`src/rtl/alu_pkg.sv`:
```
// Shared constants and types for the ALU command sequencer: widths, ALU opcodes,
// sequencer state encoding and the latched command record.
package alu_pkg;

    localparam int ALU_W  = 4;
    localparam int NREGS  = 4;
    localparam int ADDR_W = 2;
    localparam int CNT_W  = 2;
    localparam int OP_W   = 3;

    localparam logic [OP_W-1:0] ALU_ADD = 3'd0;
    localparam logic [OP_W-1:0] ALU_SUB = 3'd1;
    localparam logic [OP_W-1:0] ALU_AND = 3'd2;
    localparam logic [OP_W-1:0] ALU_OR  = 3'd3;
    localparam logic [OP_W-1:0] ALU_XOR = 3'd4;
    localparam logic [OP_W-1:0] ALU_NOT = 3'd5;
    localparam logic [OP_W-1:0] ALU_SHL = 3'd6;
    localparam logic [OP_W-1:0] ALU_SHR = 3'd7;

    typedef enum logic [1:0] {
        IDLE = 2'd0,
        EXEC = 2'd1,
        RESP = 2'd2
    } state_t;

    // Only the fields still needed after acceptance; load data goes straight
    // to the register file and tmp.
    typedef struct packed {
        logic [OP_W-1:0]   op;
        logic [ADDR_W-1:0] dst;
        logic [ADDR_W-1:0] src_a;
        logic [ADDR_W-1:0] src_b;
        logic [CNT_W-1:0]  cnt;
    } cmd_t;

endpackage

```
`src/rtl/alu_cmd_sequencer_if.sv`:
```
// Command and response handshake bundle between a host (master) and the
// ALU command sequencer (slave).
interface alu_cmd_sequencer_if;
    import alu_pkg::*;

    logic              cmd_valid;
    logic              cmd_ready;
    logic              cmd_load;
    logic [OP_W-1:0]   cmd_op;
    logic [ADDR_W-1:0] cmd_dst;
    logic [ADDR_W-1:0] cmd_src_a;
    logic [ADDR_W-1:0] cmd_src_b;
    logic [CNT_W-1:0]  cmd_cnt;
    logic [ALU_W-1:0]  cmd_imm;

    logic              rsp_valid;
    logic              rsp_ready;
    logic [ALU_W-1:0]  rsp_data;
    logic              rsp_carry;

    modport master (
        output cmd_valid, cmd_load, cmd_op, cmd_dst, cmd_src_a, cmd_src_b,
               cmd_cnt, cmd_imm, rsp_ready,
        input  cmd_ready, rsp_valid, rsp_data, rsp_carry
    );

    modport slave (
        input  cmd_valid, cmd_load, cmd_op, cmd_dst, cmd_src_a, cmd_src_b,
               cmd_cnt, cmd_imm, rsp_ready,
        output cmd_ready, rsp_valid, rsp_data, rsp_carry
    );

endinterface

```
`src/rtl/alu_regfile.sv`:
```
// 4x4-bit register file: two combinational read ports, one synchronous write
// port, every entry cleared by the asynchronous reset.
module alu_regfile
    import alu_pkg::*;
(
    input  logic              clk,
    input  logic              rst_n,
    input  logic              we,
    input  logic [ADDR_W-1:0] waddr,
    input  logic [ALU_W-1:0]  wdata,
    input  logic [ADDR_W-1:0] raddr_a,
    input  logic [ADDR_W-1:0] raddr_b,
    output logic [ALU_W-1:0]  rdata_a,
    output logic [ALU_W-1:0]  rdata_b
);

    logic [ALU_W-1:0] regs [NREGS];

    // NOTE: this array is reset on purpose -- an aborted command must leave every
    // register at zero, so it is built from flops rather than a RAM macro.
    always_ff @(posedge clk or negedge rst_n) begin
        if (!rst_n) begin
            for (int i = 0; i < NREGS; i++) begin
                regs[i] <= '0;
            end
        end else if (we) begin
            regs[waddr] <= wdata;
        end
    end

    assign rdata_a = regs[raddr_a];
    assign rdata_b = regs[raddr_b];

endmodule

```
`src/rtl/alu_cmd_sequencer.sv`:
```
// Command-side initiator for the external 4-bit ALU: accepts load/operate
// commands, iterates the ALU up to four passes and returns result plus sticky carry.
module alu_cmd_sequencer
    import alu_pkg::*;
(
    input  logic                clk,
    input  logic                rst_n,
    alu_cmd_sequencer_if.slave  bus,
    output logic [ALU_W-1:0]    alu_a,
    output logic [ALU_W-1:0]    alu_b,
    output logic [OP_W-1:0]     alu_opcode,
    input  logic [ALU_W-1:0]    alu_result,
    input  logic                alu_carry
);

    state_t            state;
    cmd_t              cur;
    logic [CNT_W-1:0]  iter;
    logic [ALU_W-1:0]  tmp;
    logic              carry;

    logic              accept;
    logic              last_pass;
    logic              rf_we;
    logic [ADDR_W-1:0] rf_waddr;
    logic [ALU_W-1:0]  rf_wdata;
    logic [ALU_W-1:0]  rd_a;
    logic [ALU_W-1:0]  rd_b;

    assign bus.cmd_ready = (state == IDLE);
    assign bus.rsp_valid = (state == RESP);
    assign bus.rsp_data  = tmp;
    assign bus.rsp_carry = carry;

    assign accept    = bus.cmd_valid && (state == IDLE);
    assign last_pass = (state == EXEC) && (iter == cur.cnt);

    alu_regfile u_regfile (
        .clk     (clk),
        .rst_n   (rst_n),
        .we      (rf_we),
        .waddr   (rf_waddr),
        .wdata   (rf_wdata),
        .raddr_a (cur.src_a),
        .raddr_b (cur.src_b),
        .rdata_a (rd_a),
        .rdata_b (rd_b)
    );

    // NOTE: every output of this block gets a default first, so no path through
    // the if/else can leave a value held and infer a latch.
    always_comb begin
        rf_we    = 1'b0;
        rf_waddr = cur.dst;
        rf_wdata = alu_result;
        if (accept && bus.cmd_load) begin
            rf_we    = 1'b1;
            rf_waddr = bus.cmd_dst;
            rf_wdata = bus.cmd_imm;
        end else if (last_pass) begin
            rf_we    = 1'b1;
        end
    end

    // Later passes chain on tmp for A; B always comes from the register file,
    // which is not written until the final pass.
    always_comb begin
        alu_a      = '0;
        alu_b      = '0;
        alu_opcode = '0;
        if (state == EXEC) begin
            alu_opcode = cur.op;
            alu_a      = (iter == '0) ? rd_a : tmp;
            alu_b      = rd_b;
        end
    end

    // NOTE: sequential state uses non-blocking assignments so every flop samples
    // the pre-edge values regardless of statement order.
    always_ff @(posedge clk or negedge rst_n) begin
        if (!rst_n) begin
            state <= IDLE;
            cur   <= '0;
            iter  <= '0;
            tmp   <= '0;
            carry <= 1'b0;
        end else begin
            case (state)
                IDLE: begin
                    if (accept) begin
                        cur   <= '{op:    bus.cmd_op,
                                   dst:   bus.cmd_dst,
                                   src_a: bus.cmd_src_a,
                                   src_b: bus.cmd_src_b,
                                   cnt:   bus.cmd_cnt};
                        iter  <= '0;
                        carry <= 1'b0;
                        if (bus.cmd_load) begin
                            tmp   <= bus.cmd_imm;
                            state <= RESP;
                        end else begin
                            state <= EXEC;
                        end
                    end
                end
                EXEC: begin
                    tmp   <= alu_result;
                    carry <= carry | alu_carry;
                    iter  <= iter + 1'b1;
                    if (last_pass) begin
                        state <= RESP;
                    end
                end
                RESP: begin
                    if (bus.rsp_ready) begin
                        state <= IDLE;
                    end
                end
                default: state <= IDLE;
            endcase
        end
    end

endmodule

```
`src/flat_wrapper.sv`:
```
// flat-port wrapper written by rule: the top's interface ports become plain ports
module alu_cmd_sequencer_flat import alu_pkg::*;
  (clk, rst_n, alu_a, alu_b, alu_opcode, alu_result, alu_carry, bus_cmd_valid, bus_cmd_load, bus_cmd_op, bus_cmd_dst, bus_cmd_src_a, bus_cmd_src_b, bus_cmd_cnt, bus_cmd_imm, bus_rsp_ready, bus_cmd_ready, bus_rsp_valid, bus_rsp_data, bus_rsp_carry);
  alu_cmd_sequencer_if bus_i ();
  input  logic clk;
  input  logic rst_n;
  output logic [ALU_W-1:0] alu_a;
  output logic [ALU_W-1:0] alu_b;
  output logic [OP_W-1:0] alu_opcode;
  input  logic [ALU_W-1:0] alu_result;
  input  logic alu_carry;
  input wire logic [$bits(bus_i.cmd_valid)-1:0] bus_cmd_valid;
  input wire logic [$bits(bus_i.cmd_load)-1:0] bus_cmd_load;
  input wire logic [$bits(bus_i.cmd_op)-1:0] bus_cmd_op;
  input wire logic [$bits(bus_i.cmd_dst)-1:0] bus_cmd_dst;
  input wire logic [$bits(bus_i.cmd_src_a)-1:0] bus_cmd_src_a;
  input wire logic [$bits(bus_i.cmd_src_b)-1:0] bus_cmd_src_b;
  input wire logic [$bits(bus_i.cmd_cnt)-1:0] bus_cmd_cnt;
  input wire logic [$bits(bus_i.cmd_imm)-1:0] bus_cmd_imm;
  input wire logic [$bits(bus_i.rsp_ready)-1:0] bus_rsp_ready;
  output wire logic [$bits(bus_i.cmd_ready)-1:0] bus_cmd_ready;
  output wire logic [$bits(bus_i.rsp_valid)-1:0] bus_rsp_valid;
  output wire logic [$bits(bus_i.rsp_data)-1:0] bus_rsp_data;
  output wire logic [$bits(bus_i.rsp_carry)-1:0] bus_rsp_carry;
  assign bus_i.cmd_valid = bus_cmd_valid;
  assign bus_i.cmd_load = bus_cmd_load;
  assign bus_i.cmd_op = bus_cmd_op;
  assign bus_i.cmd_dst = bus_cmd_dst;
  assign bus_i.cmd_src_a = bus_cmd_src_a;
  assign bus_i.cmd_src_b = bus_cmd_src_b;
  assign bus_i.cmd_cnt = bus_cmd_cnt;
  assign bus_i.cmd_imm = bus_cmd_imm;
  assign bus_i.rsp_ready = bus_rsp_ready;
  assign bus_cmd_ready = bus_i.cmd_ready;
  assign bus_rsp_valid = bus_i.rsp_valid;
  assign bus_rsp_data = bus_i.rsp_data;
  assign bus_rsp_carry = bus_i.rsp_carry;
  alu_cmd_sequencer u_core (.clk(clk), .rst_n(rst_n), .bus(bus_i), .alu_a(alu_a), .alu_b(alu_b), .alu_opcode(alu_opcode), .alu_result(alu_result), .alu_carry(alu_carry));
endmodule
```
`config.mk`:
```
export PLATFORM = sky130hd
export DESIGN_NAME = alu_cmd_sequencer_flat
export DESIGN_NICKNAME = d
export VERILOG_FILES = /design/src/rtl/alu_pkg.sv /design/src/rtl/alu_cmd_sequencer_if.sv /design/src/rtl/alu_regfile.sv /design/src/rtl/alu_cmd_sequencer.sv /design/src/flat_wrapper.sv
export SDC_FILE = /design/constraint.sdc
export NUM_CORES = 1
export LEC_CHECK = 0
export CAP_MARGIN = 20
export CORE_ASPECT_RATIO = 0.9
export CORE_MARGIN = 2
export CORE_UTILIZATION = 55
export DETAILED_ROUTE_END_ITERATION = 7
export DONT_BUFFER_PORTS = 1
export GPL_TIMING_DRIVEN = 0
export HOLD_SLACK_MARGIN = 0.08
export PLACE_DENSITY = 0.68
export SETUP_SLACK_MARGIN = 0.02
export SLEW_MARGIN = 5
export SYNTH_ARGS = -nofsm -noshare
export SYNTH_HDL_FRONTEND = slang
export SYNTH_HIERARCHICAL = 1
export SYNTH_SLANG_ARGS = --single-unit
```
`constraint.sdc`:
```
create_clock -name clk -period 2.5 [get_ports clk]
set_input_delay 0.5 -clock clk [delete_from_list [all_inputs] [get_ports clk]]
set_output_delay 0.5 -clock clk [all_outputs]
set_load 0.01 [all_outputs]
```
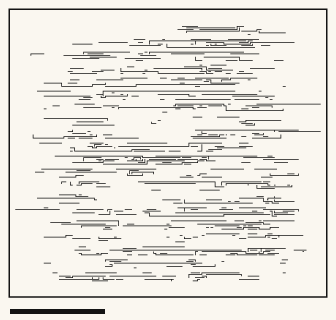
(images/m1.png)
Scale bar: 20 microns.
157 nets have wire on it. The longest straight run is 27.6 microns.

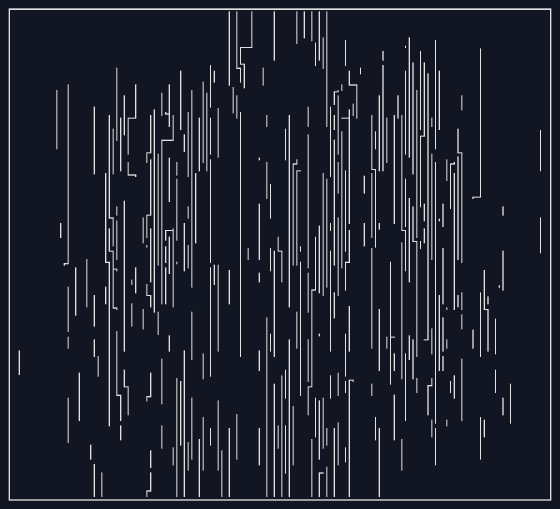
(images/m2.png)
The layer holds 48% of the routed length. The wires run mostly vertical.

==> flow_summary.json <==
{
  "ff_type": "dfrtp_1",
  "synth_cells": 134,
  "cp_max_fo": 8,
  "ys_cells": 134,
  "power_density_nw_per_um2": 1340,
  "reg2reg_slack_ns": 0.25,
  "worst_slew_margin_rel_pct": 64.6,
  "logic_area_sq_um": 972,
  "n_fill_cell": 267,
  "fin_util_pct": 63.0,
  "power_mw": 2.84,
  "fp_util_pct": 57.2,
  "power_frac_seq_pct": 40.9,
  "seq-cell-share_pct": 42.7,
  "drc": 0,
  "largest_area_cell": "dfrtp_1",
  "wirelength_microns": 3890,
  "hold_violations": 0,
  "num-clock-buffers": 6,
  "comb_share_pct": 46.0,
  "maxCapViolations": 0,
  "largest_reg_flops": 16,
  "grt_pass1_wl_microns": 6240,
  "cts_num_sinks": 36,
  "first_pass_iters": 4,
  "r2r-start": "u_core/state[1]",
  "cts_root_buf": "clkbuf_8",
  "yosys.area_share.simple_pct": 9.26,
  "slew_viol_final": 0,
  "layout_top_cell": "dfrtp_1",
  "cp-endpoint": "u_core/u_regfile/regs[13]",
  "area_leaders": "dfrtp_1 (47%), mux2_2 (21%), mux4_2 (7.0%), mux2_4 (4.7%), mux4_1 (2.7%)",
  "ys_sh_xor_pct": 0.913,
  "max_freq_mhz": 445,
  "top_area_share_pct": 47.0,
  "adder_share_pct": 0.652,
  "grt-ovfl-total": 0,
  "ys_types": 26,
  "clk_path_buf_depth": 2,
  "avgSynthCellArea_sq_um": 14.3,
  "area_delta_synth_final_pct": 10.1,
  "final-nonclk-buf-share_pct": 2.90,
  "syn_nets": 160,
  "p_clk_uw": 498,
  "critPathRequiredTime_ns": 2.67,
  "tightest_slew_ns": 0.529,
  "nWellTaps": 44,
  "vias_per_cell": 6.06,
  "power_frac_comb_pct": 41.6,
  "p_int_mw": 1.86,
  "crit_type": "flop to flop",
  "tns_ns": 0,
  "grt_max_degree": 37,
  "place_area_sq_um": 1970,
  "finalWorstSetupSlack_ns": 0.254,
  "routedWlPerCell_microns": 20.7,
  "fp.dieArea_sq_um": 3980,
  "comb_cells": 90,
  "outcome": "complete, no violations",
  "yosysWarnings": 6,
  "largest_cell_class": "combinational gates",
  "power_leader": "combinational cells",
  "pre_cts_ws_ns": 0.157,
  "ios": 43,
  "chipWidth_microns": 66.3,
  "layout_top_cells": "dfrtp_1 (36), mux2_2 (35), nor2_1 (8)",
  "cts_buffers": 5,
  "dp_hpwl_microns": 2810,
  "common_cells": "dfrtp_1 (36), mux2_2 (35), nor2_1 (8), and2_1 (7)",
  "final.setup_skew_ns": 0.0101,
  "die_h_microns": 60.0,
  "track_usage_pct": 22.0,
  "clock_area_share_pct": 5.09,
  "synth_flops": 36,
  "dp_cells": 178,
  "p_clk_share_pct": 17.5,
  "core_area_sq_um": 3350,
  "clk_latency_ns": 0.28,
  "yosys_area_sq_um": 1920,
  "power_switching_uw": 977,
  "rows": 20,
  "worst-endpoint-arrival_ns": 2.42,
  "layout.cells.non_filler": 188,
  "powerSeq_mw": 1.16,
  "startpoint_type": "flop",
  "powerComb_mw": 1.18,
  "critPathCaptureType": "flop",
  "drt_iter0_drc": 76,
  "crit_path_start": "u_core/state[1]",
  "inverters_excl_clock": 4,
  "vdd_drop_max_mv": 0.688,
  "hp-class": "primary input to flop",
  "tool_warnings": 26,
  "antenna_found_initial": 0,
  "p_leak_nw": 0.928,
  "holdPathEnd": "u_core/state[1]",
  "post-route-min-period_ns": 2.25
}
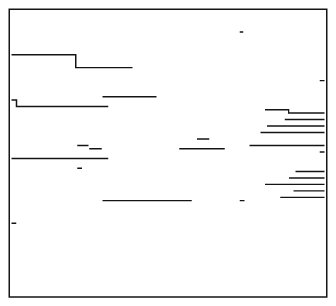
(images/m3.png)
22 nets have wire on it. The layer carries 220 microns of wire.

## worst max-delay path, cell delays in order (launching register included)
cell and delay, ns:
dfrtp_1 0.47, nor3b_4 0.40, nand2_4 0.19, mux2_4 0.37
nor3b_4 0.32, mux2_2 0.38
## per-layer routing
| layer | vias up | part of all wire [%] | GRT usage, % |
|---|---|---|---|
| li1 | 507 | - | - |
| met1 | 598 | 45 | 30.5 |
| met2 | 30 | 48 | 33.6 |
| met3 | 4 | 5.6 | 6.97 |
| met4 | 0 | 1.0 | 6.41 |
| met5 | - | 0 | 0 |
## repair_timing
item                                    in CTS  in global routing
endpoints found under the setup margin       0                  4
hold buffers                                 2                  0
resized                                      0                  2
setup buffers                                0                  0
endpoints found under the hold margin       36                  0
